--- src/rtl/lampfpu_log_iter.sv ---
// Multi-cycle log2 unit for the lampFPU using bitwise repeated squaring.
// Ready/valid on both sides; operand class flags arrive precomputed.
module lampfpu_log_iter #(
  parameter int E_DW  = 8,
  parameter int F_DW  = 7,
  parameter int GUARD = 4,
  parameter int ITER  = 12
) (
  input  logic            clk,
  input  logic            rst,
  input  logic            valid_i,
  output logic            ready_o,
  input  logic            s_op_i,
  input  logic [E_DW-1:0] e_op_i,
  input  logic [F_DW-1:0] f_op_i,
  input  logic            isZ_op_i,
  input  logic            isInf_op_i,
  input  logic            isSNAN_op_i,
  input  logic            isQNAN_op_i,
  output logic            s_res_o,
  output logic [E_DW-1:0] e_res_o,
  output logic [F_DW-1:0] f_res_o,
  output logic            valid_o,
  input  logic            ready_i,
  output logic            isToRound_o,
  output logic            isInvalid_o
);

  localparam int M    = F_DW + 1 + GUARD;
  localparam int BIAS = 2**(E_DW-1) - 1;
  localparam int VW   = E_DW + 1 + ITER;
  localparam int CW   = $clog2(ITER + 1);
  localparam int QW   = $clog2(VW);

  typedef enum logic [1:0] {IDLE, SQR, NORM, DONE} state_t;

  state_t                  state, state_nxt;
  logic [M-1:0]            m_q;
  logic signed [E_DW:0]    int_q;
  logic [ITER-1:0]         bits_q;
  logic [CW-1:0]           cnt_q;
  logic [2*M-1:0]          p;

  logic                    is_nan, is_ninf, is_neg, is_pinf, is_special;
  logic [VW-1:0]           v, a, a_norm;
  logic [QW-1:0]           q;
  logic [E_DW-1:0]         e_norm;
  logic [F_DW-1:0]         f_norm;
  logic                    rnd_norm;

  assign p = {{M{1'b0}}, m_q} * {{M{1'b0}}, m_q};

  // Special-operand decode, in priority order
  always_comb begin
    is_nan     = isSNAN_op_i | isQNAN_op_i;
    is_ninf    = isZ_op_i | (e_op_i == '0);
    is_neg     = s_op_i;
    is_pinf    = isInf_op_i;
    is_special = is_nan | is_ninf | is_neg | is_pinf;
  end

  // Normalisation of the signed fixed-point value {I, bits}
  always_comb begin
    v = {int_q, bits_q};
    a = v[VW-1] ? (~v + VW'(1)) : v;
    q = '0;
    for (int unsigned i = 0; i < VW; i++) begin
      if (a[i]) q = QW'(i);
    end
    a_norm   = a << (QW'(VW - 1) - q);
    f_norm   = a_norm[VW-2 -: F_DW];
    rnd_norm = |a_norm[VW-2-F_DW:0];
    e_norm   = E_DW'(int'(q) + BIAS - ITER);
  end

  always_comb begin
    state_nxt = state;
    ready_o   = 1'b0;
    valid_o   = 1'b0;
    case (state)
      IDLE: begin
        ready_o = 1'b1;
        if (valid_i) state_nxt = is_special ? DONE : SQR;
      end
      SQR:  if (cnt_q == CW'(ITER - 1)) state_nxt = NORM;
      NORM: state_nxt = DONE;
      DONE: begin
        valid_o = 1'b1;
        if (ready_i) state_nxt = IDLE;
      end
      default: state_nxt = IDLE;
    endcase
  end

  always_ff @(posedge clk) begin
    if (rst) begin
      state       <= IDLE;
      m_q         <= '0;
      int_q       <= '0;
      bits_q      <= '0;
      cnt_q       <= '0;
      s_res_o     <= 1'b0;
      e_res_o     <= '0;
      f_res_o     <= '0;
      isToRound_o <= 1'b0;
      isInvalid_o <= 1'b0;
    end else begin
      state <= state_nxt;
      case (state)
        IDLE: if (valid_i) begin
          m_q    <= {1'b1, f_op_i, {GUARD{1'b0}}};
          int_q  <= $signed({1'b0, e_op_i}) - $signed((E_DW+1)'(BIAS));
          bits_q <= '0;
          cnt_q  <= '0;
          if (is_special) begin
            isToRound_o <= 1'b0;
            e_res_o     <= '1;
            if (is_nan || (!is_ninf && is_neg)) begin
              s_res_o     <= 1'b0;
              f_res_o     <= {1'b1, {(F_DW-1){1'b0}}};
              isInvalid_o <= 1'b1;
            end else begin
              s_res_o     <= is_ninf;
              f_res_o     <= '0;
              isInvalid_o <= 1'b0;
            end
          end
        end
        SQR: begin
          cnt_q <= cnt_q + CW'(1);
          if (p[2*M-1]) begin
            m_q    <= p[2*M-1:M];
            bits_q <= {bits_q[ITER-2:0], 1'b1};
          end else begin
            m_q    <= p[2*M-2:M-1];
            bits_q <= {bits_q[ITER-2:0], 1'b0};
          end
        end
        NORM: begin
          isInvalid_o <= 1'b0;
          s_res_o     <= v[VW-1];
          if (a == '0) begin
            e_res_o     <= '0;
            f_res_o     <= '0;
            isToRound_o <= 1'b0;
          end else begin
            e_res_o     <= e_norm;
            f_res_o     <= f_norm;
            isToRound_o <= rnd_norm;
          end
        end
        default: ;
      endcase
    end
  end

endmodule
--- config.mk ---
export PLATFORM = sky130hd
export DESIGN_NAME = lampfpu_log_iter
export DESIGN_NICKNAME = d
export VERILOG_FILES = /design/src/rtl/lampfpu_log_iter.sv
export SDC_FILE = /design/constraint.sdc
export NUM_CORES = 1
export LEC_CHECK = 0
export CORE_ASPECT_RATIO = 1.75
export CORE_MARGIN = 3
export CORE_UTILIZATION = 57
export DETAILED_ROUTE_END_ITERATION = 10
export MAX_ROUTING_LAYER = met4
export PLACE_DENSITY_LB_ADDON = 0.2
export SLEW_MARGIN = 10
export SYNTH_ARGS = -nofsm -noshare
export SYNTH_HDL_FRONTEND = slang
export SYNTH_SLANG_ARGS = --single-unit
--- constraint.sdc ---
create_clock -name clk -period 5.65 [get_ports clk]
set_input_delay 1.13 -clock clk [delete_from_list [all_inputs] [get_ports clk]]
set_output_delay 1.13 -clock clk [all_outputs]
set_load 0.1 [all_outputs]
==> impl_metrics.json, run 1 <==
{
  "synthAoiAreaFrac_pct": 17.7,
  "worstSetupStartpointType": "register",
  "yosys_area_um2": 8090,
  "critPathCaptureType": "register",
  "area.growth.synth_to_final_pct": 15.7,
  "cts-resized-gates": 3,
  "routedWlPerCell_um": 18.8,
  "arrival_ns": 5.77,
  "logic_area_um2": 6530,
  "layout.nets": 1175,
  "largest_area_cell": "fa_1",
  "cp_max_fo": 6,
  "viasPerCell": 6.13,
  "cp_top_family": "adder cells",
  "finalCritPeriodShare_pct": 97.7,
  "cts_setup_buffers": 1,
  "r2r-end": "m_q[2]$_SDFFE_PP0P_",
  "clock_buffers": 10,
  "clk_root_buffer_cell": "clkbuf_16",
  "top_area_share_pct": 19.1,
  "max_freq_ghz": 0.181,
  "outcome": "finished, final reports clean",
  "critPathSlowestCell": "fa_1",
  "top_cells_by_count": "inv_1, nor2_1, fa_1",
  "dr.first_iter.drc_count": 291,
  "synth.most_common_cell": "inv_1",
  "startpoint": "m_q[5]$_SDFFE_PP0P_",
  "clk_share_pct": 3.16,
  "finalMaxSlewViolations": 0,
  "clkLatencyLatePin_ns": 0.33,
  "synthDistinctLibCells": 79,
  "drtAntennaViolNets": 0,
  "grt_max_degree": 52,
  "core_area_um2": 13900,
  "nFlopsAndLatches": 57,
  "irDropWorstVdd_mv": 0.660,
  "ys_warn_count": 0,
  "n_all_buffers": 88,
  "fp.dieW_um": 96.1,
  "clockBufferDepth": 2,
  "reg2reg_from": "m_q[5]$_SDFFE_PP0P_",
  "synth-xor-area-share_pct": 4.96,
  "drc_errors": 0,
  "critPathMostFrequentCell": "fa_1",
  "top_regs": "bits_q (12), m_q (12), int_q (9)",
  "antenna-diode-count": 0,
  "avgSynthCellArea_um2": 8.37,
  "cp_num_cells": 20,
  "syn_area_um2": 8090,
  "cp_num_buf_inv": 4,
  "period_minus_slack_ns": 5.52,
  "cts_tree": "built",
  "synth-edff-count": 0,
  "io_buffer_count": 43,
  "cts_buffers": 9,
  "crit_chain": "buf_4 -> fa_1 -> inv_1 -> fa_1 -> fa_1 -> inv_1 -> fa_1 -> fa_1 -> ha_1 -> o21a_2 -> a21oi_4 -> o221a_4 -> o21ai_4 -> a211oi_2 -> o31ai_2 -> a21oi_2 -> xor2_2 -> buf_6 -> mux2i_2 -> a21o_1",
  "fp.dieH_um": 164,
  "grt-ovfl-total": 0,
  "synth_flops": 57,
  "hp-class": "reg2reg",
  "cts_sinks": 57,
  "setup_viol": 0,
  "r2r_slack_ns": 0.13,
  "grt_usage_pct": 30.3,
  "drive_gt1_share_pct": 14.4,
  "critPathMaxStageDelay_ns": 0.53,
  "top_cells_by_area": "fa_1, dfxtp_1, ha_1, and2_1, inv_1",
  "dr.pass1.iters": 5,
  "setup.worst_path.end": "m_q[2]$_SDFFE_PP0P_",
  "p_per_area_nw_per_um2": 398,
  "layout.cells.most_common": "inv_1",
  "seq_share_pct": 12.5,
  "logic_gates": 759,
  "total_power_w": 0.00372,
  "dpl.hpwl_mm": 18.1,
  "largest_class": "multi-input combinational cells",
  "finalClockSkew_ns": 0.00955,
  "row_count": 57,
  "worst_pin_slew_ns": 1.03,
  "clk_pin_slew_worst_paths_ns": 0.05,
  "ff_type": "dfxtp_1",
  "buffer_area_share_pct": 8.45,
  "antenna_found_initial": 0,
  "simple_gate_share_pct": 21.0,
  "holdCritStartpoint": "f_res_o[0]$_SDFFE_PP0P_",
  "post-route-util_pct": 67.3,
  "async_flop_share_pct": 0,
  "tns_ns": 0,
  "fillers": 1187,
  "leakagePower_nw": 4.36,
  "rr_worst_depth": 20,
  "h-tree-depth": 3,
  "ys_cells": 967,
  "slew_headroom_pct": 31.0,
  "tapCellCount": 177,
  "maxCapViolations": 0,
  "flop_area_um2": 1170,
  "ys_seq_share_pct": 14.1,
  "min_to": "f_res_o[0]$_SDFFE_PP0P_",
  "cts_hold_buf": 0,
  "grt_pass1_vias": 7476,
  "ios": 44,
  "required_ns": 5.90,
  "min_path_cells": 1,
  "fp_nets": 1134,
  "die_area_um2": 15700,
  "hold_viol_final": 0,
  "adder_share_pct": 29.3,
  "synthCells": 967,
  "sh_comb_area_pct": 69.8,
  "ys_sh_mux_pct": 5.83,
  "initial_core_util_pct": 58.2,
  "grt_pass1_wl_mm": 36.2,
  "warnings": 32,
  "inv_count": 93,
  "gp_congestion": 0.976,
  "worst-setup-path-type": "reg2reg"
}
## run 1: routing by layer
metal	part of all wire, %	GRT usage (%)
met1	34	28.1
met2	57	56.1
met3	3.1	3.36
met4	6.7	19.8
met5	0	-
## run 1: stage by stage
step           std cells  worst slack (ns)  hold WS [ns]  instance area [um2]
2_1_floorplan        967            0.0106         0.479                 8130
3_3_place_gp        1168           0.00956         0.449                 8850
3_5_place_dp        1168           -0.0803         0.458                 8850
4_1_cts             1184            0.0217         0.470                 9150
5_1_grt             1189           -0.0287         0.495                 9360
6_report            1189             0.130         0.463                 9360
## run 1: power breakdown
group / internal (W) / switching (W) / total [W]
Combinational: 0.000921 / 0.00165 / 0.00257
Sequential: 0.000493 / 0.000111 / 0.000604
Clock: 0.000350 / 0.000201 / 0.000550
Total: 0.00176 / 0.00196 / 0.00372
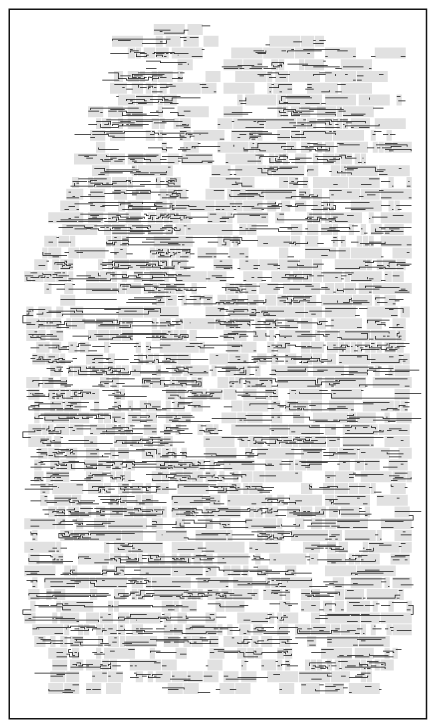
**Above:** run 1 (met1 routing).
Cells faint in the background.
share of all routed wire: 34%
wire length on this layer: 7540 um
nets with wire on the layer: 1095
longest straight run: 24.4 um
main direction: horizontal
vias: 7290
final WL: 22.4 mm
met1 usage: 28.1%

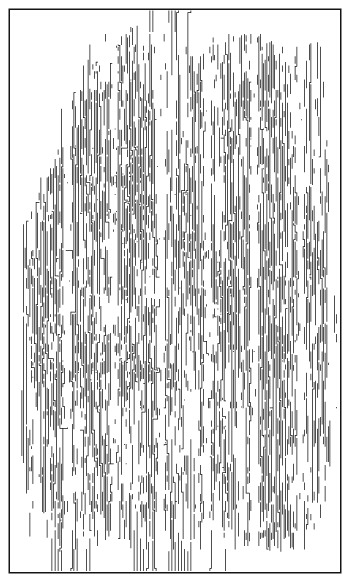
**Above:** run 1 (met2 routing).
nets with wire on the layer: 1020
wire length on this layer: 12700 um

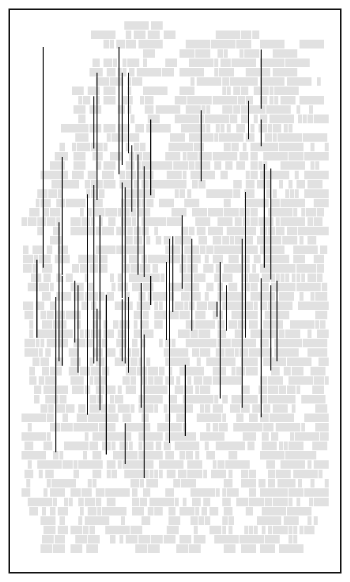
**Above:** run 1 (metal 4).
Cells faint in the background.
share of all routed wire: 6.7%
longest straight run: 63.9 um

==> run 2, diff against run 1 <==
CORE_UTILIZATION = 59   (was 57)
clock period = 5.64 ns   (was 5.65 ns; I/O delays follow)
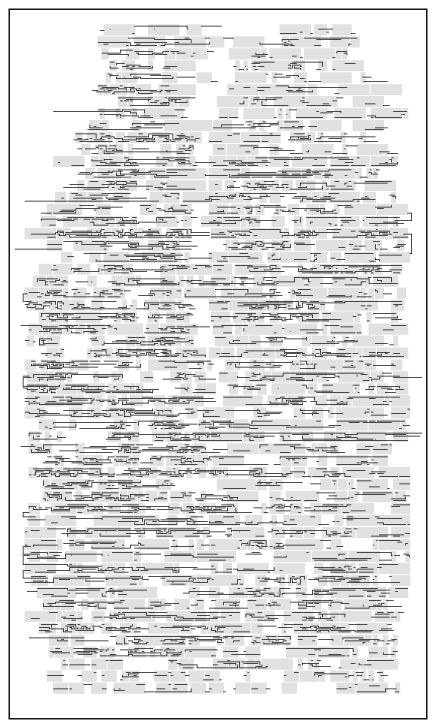
**Above:** run 2 (met1 routing).
Cells faint in the background.
main direction: horizontal
wire length on this layer: 7570 um
nets with wire on the layer: 1095

==> impl_metrics.json, run 2 <==
{
  "outcome": "finished, final reports clean",
  "leakagePower_nw": 4.34,
  "r2r-end": "m_q[11]$_SDFFE_PP0P_",
  "syn_area_um2": 8090,
  "clk_pin_slew_worst_paths_ns": 0.06,
  "grt_pass1_wl_mm": 37.1,
  "drc_errors": 0,
  "ios": 44,
  "antenna_found_initial": 0,
  "dr.pass1.iters": 7,
  "holdWs_ns": 0.470,
  "dr.first_iter.drc_count": 310,
  "fp.dieW_um": 94.5,
  "route.met2.wl_mm": 12.3,
  "p_seq_w": 0.000595,
  "tns_ns": 0,
  "synthDistinctLibCells": 79,
  "top_cells_by_count": "inv_1, nor2_1, fa_1",
  "layout.cells.most_common": "inv_1",
  "warnings": 32,
  "fp.dieH_um": 161,
  "fp_nets": 1134,
  "place_inst": 1159,
  "gp_congestion": 0.984,
  "cts_tree": "built",
  "min_to": "f_res_o[0]$_SDFFE_PP0P_",
  "drive_gt1_share_pct": 12.6,
  "irDropWorstVdd_mv": 0.654,
  "clkLatencyLatePin_ns": 0.33,
  "ys_warn_count": 0,
  "worst_pin_slew_ns": 1.04,
  "critPathSlowestCell": "fa_1",
  "r2r_slack_ns": 0.19,
  "p_comb_w": 0.00257,
  "synthAoiAreaFrac_pct": 17.7,
  "async_flop_share_pct": 0,
  "met1_length_mm": 7.57,
  "cts_hold_buf": 0,
  "simple_gate_share_pct": 21.0,
  "post-route-util_pct": 69.2,
  "top_area_share_pct": 19.1,
  "crit_chain": "buf_4 -> fa_1 -> inv_1 -> fa_1 -> fa_1 -> inv_1 -> fa_1 -> fa_1 -> ha_1 -> o21a_1 -> a21oi_2 -> o221a_4 -> o21ai_4 -> a211oi_4 -> o31ai_4 -> a21oi_2 -> xor2_2 -> buf_4 -> nor3_1 -> nor3_2",
  "critPathMostFrequentCell": "fa_1",
  "grt_usage_pct": 31.7,
  "h-tree-depth": 3,
  "clk_root_buffer_cell": "clkbuf_16",
  "startpoint": "m_q[5]$_SDFFE_PP0P_",
  "cts_buffers": 9,
  "switching_share_pct": 53.1,
  "grt.met1_usage_pct": 31.1,
  "intPower_w": 0.00175,
  "synth.most_common_cell": "inv_1",
  "p_comb_share_pct": 69.2,
  "top_layer_used": "met4",
  "hp-class": "reg2reg",
  "reg2reg_from": "m_q[5]$_SDFFE_PP0P_",
  "place_area_um2": 8780,
  "cp_num_buf_inv": 4,
  "viasPerCell": 6.22,
  "layout.nets": 1171,
  "clock_power_share_pct": 14.8,
  "rr_worst_depth": 20,
  "drtAntennaViolNets": 0,
  "synth-xor-area-share_pct": 4.96,
  "finalCritPeriodShare_pct": 96.6,
  "avgSynthCellArea_um2": 8.37,
  "io_buffer_count": 43,
  "cp_max_fo": 7,
  "instances_no_fill": 1182,
  "ff_type": "dfxtp_1",
  "final.setup.worst_slack_ns": 0.191,
  "finalMaxSlewViolations": 0,
  "p_seq_share_pct": 16.0,
  "place_ws_ns": -0.0461,
  "finalClockSkew_ns": 0.00788,
  "cp_num_cells": 20,
  "power-top-group": "combinational cells",
  "die_area_um2": 15200,
  "setup_viol": 0,
  "row_count": 56,
  "p_per_area_nw_per_um2": 402,
  "top_cells_by_area": "fa_1, dfxtp_1, ha_1, and2_1, inv_1",
  "grt_max_degree": 52,
  "clockBufferDepth": 2,
  "worst-setup-path-type": "reg2reg",
  "largest_area_cell": "fa_1",
  "holdCritStartpoint": "f_res_o[0]$_SDFFE_PP0P_",
  "route.met3.wl_um": 864,
  "postLayoutCellArea_um2": 9260,
  "area.growth.synth_to_final_pct": 14.4,
  "p_sw_w": 0.00197,
  "arrival_ns": 5.64,
  "grt_pass1_vias": 7620,
  "synth-edff-count": 0,
  "maxCapViolations": 0,
  "cp_top_family": "adder cells",
  "adder_share_pct": 29.3,
  "core_area_um2": 13400,
  "setup.worst_path.end": "m_q[11]$_SDFFE_PP0P_",
  "top_usage_layer": "met2",
  "dpl.hpwl_mm": 17.7,
  "routedWlPerCell_um": 18.9,
  "synthCells": 967,
  "antenna-diode-count": 0,
  "slew_headroom_pct": 30.1,
  "ys_seq_share_pct": 14.1
}
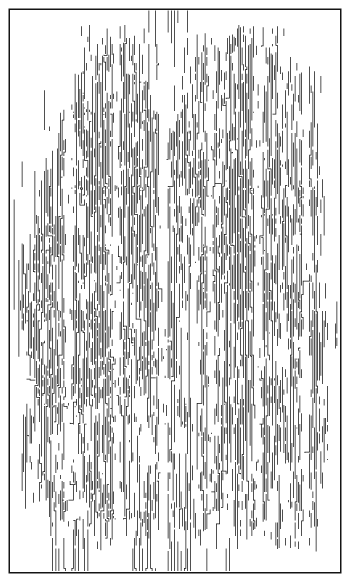
**Above:** run 2 (met2 routing).
nets with wire on the layer: 1027
wire length on this layer: 12300 um
main direction: vertical
share of all routed wire: 55%
longest straight run: 53.9 um
vias: 7355
met2 usage: 56.6%
final WL: 22.4 mm

run 2: cell counts after synthesis:
Identical to the previous run, type by type.
run 2: area by class of cell:
type,instances,area (um2)
Clock buffer,10,239
Timing Repair Buffer,84,748
Sequential cell,57,1160
Clock inverter,5,56.3
Multi-Input combinational cell,759,6480
Tap cell,174,218
Fill cell,1124,4130
Inverter,93,349
run 2: cell families (layout without fill, tap and decap cells):
kind of cell / after synthesis / count (layout)
simple gates: 331 / 331
compound gates: 200 / 200
buf+inv: 151 / 192
fa+ha+maj: 143 / 143
flops: 57 / 57
xor+xnor: 45 / 45
mux: 40 / 40
run 2: what timing repair did:
item                       4_1_cts  5_1_grt
gates resized                    5       37
setup buffers                    0        8
setup endpoints to repair        4       13
pin swaps                        1       13
==> run 3, diff against run 2 <==
CTS_CLUSTER_SIZE = 16   (was unset)
TNS_END_PERCENT = 20   (was unset)
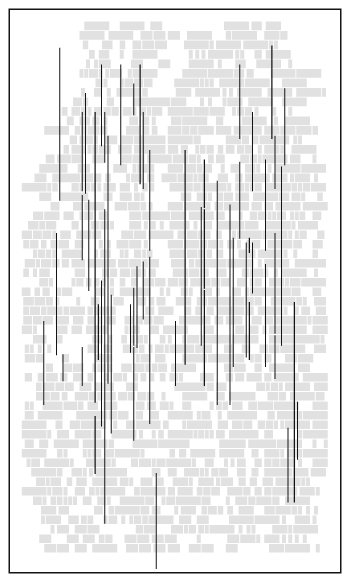
**Above:** run 3 (metal 4).
Cells faint in the background.
nets with wire on the layer: 50
main direction: vertical
longest straight run: 89.8 um

==> impl_metrics.json, run 3 <==
{
  "outcome": "finished, final reports clean",
  "finalCritPeriodShare_pct": 96.9,
  "clock_power_w": 0.000551,
  "dr.pass1.iters": 5,
  "core_area_um2": 13400,
  "cts_hold_buf": 0,
  "holdWs_ns": 0.470,
  "critPathSlowestCell": "fa_1",
  "logic_area_um2": 6480,
  "adder_share_pct": 29.3,
  "row_count": 56,
  "top_cells_by_area": "fa_1, dfxtp_1, ha_1, and2_1, inv_1",
  "maxCapViolations": 0,
  "intPower_w": 0.00174,
  "grt_pass1_wl_mm": 37.1,
  "cts_buffers": 9,
  "leakagePower_nw": 4.34,
  "ys_warn_count": 0,
  "irDropWorstVdd_mv": 0.655,
  "logic_gates": 759,
  "cp_top_family": "adder cells",
  "required_ns": 5.83,
  "clkLatencyLatePin_ns": 0.33,
  "cts-resized-gates": 5,
  "area.growth.synth_to_final_pct": 14.3,
  "largest_area_cell": "fa_1",
  "clk_share_pct": 3.19,
  "fillers": 1127,
  "p_per_area_nw_per_um2": 402,
  "worst-setup-path-type": "reg2reg",
  "antenna-diode-count": 0,
  "fp.dieH_um": 161,
  "cp_max_fo": 6,
  "gp_congestion": 0.984,
  "drc_errors": 0,
  "p_sw_w": 0.00197,
  "grt_usage_pct": 31.7,
  "cp_num_buf_inv": 6,
  "r2r-end": "m_q[11]$_SDFFE_PP0P_",
  "critPathMostFrequentCell": "fa_1",
  "synth.most_common_cell": "inv_1",
  "layout.cells.most_common": "inv_1",
  "top_area_share_pct": 19.1,
  "clk_root_buffer_cell": "clkbuf_16",
  "ys_sh_mux_pct": 5.83,
  "min_path_cells": 1,
  "tapCellCount": 174,
  "period_minus_slack_ns": 5.47,
  "n_all_buffers": 84,
  "total_power_w": 0.00372,
  "gr-usage-met2_pct": 56.6,
  "worstSetupStartpointType": "register",
  "p_comb_share_pct": 69.2,
  "critPathCaptureType": "register",
  "place_area_um2": 8780,
  "met1_length_mm": 7.62,
  "r2r_slack_ns": 0.17,
  "sh_comb_area_pct": 70.0,
  "slew_headroom_pct": 30.2,
  "top_layer_used": "met4",
  "ff_type": "dfxtp_1",
  "async_flop_share_pct": 0,
  "drive_gt1_share_pct": 12.5
}
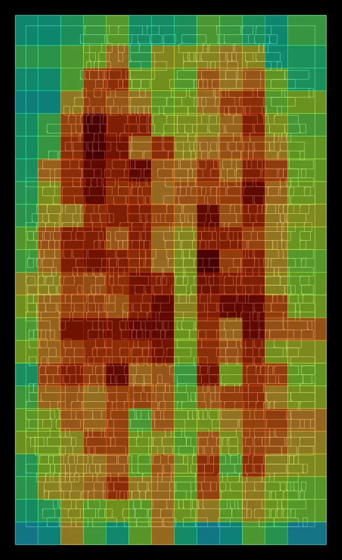
**Above:** run 3 (track usage over the die).
busiest grt layer: met2
met1 usage: 31.1%

-- run 3: worst max-delay path by stage --
stage | slack [ns] | endpoint | start | cells after the start
after floorplan | 0.0006 | m_q[0]$_SDFFE_PP0P_ | m_q[2]$_SDFFE_PP0P_ | 21
after global placement | 0.10 | m_q[8]$_SDFFE_PP0P_ | m_q[1]$_SDFFE_PP0P_ | 19
after detailed placement | -0.05 | m_q[0]$_SDFFE_PP0P_ | m_q[3]$_SDFFE_PP0P_ | 19
after CTS | 0.005 | m_q[8]$_SDFFE_PP0P_ | m_q[8]$_SDFFE_PP0P_ | 18
after global routing | -0.06 | m_q[11]$_SDFFE_PP0P_ | m_q[4]$_SDFFE_PP0P_ | 21
final | 0.17 | m_q[11]$_SDFFE_PP0P_ | m_q[6]$_SDFFE_PP0P_ | 21
No activity file was given, so power comes from the tool's default toggle rates.
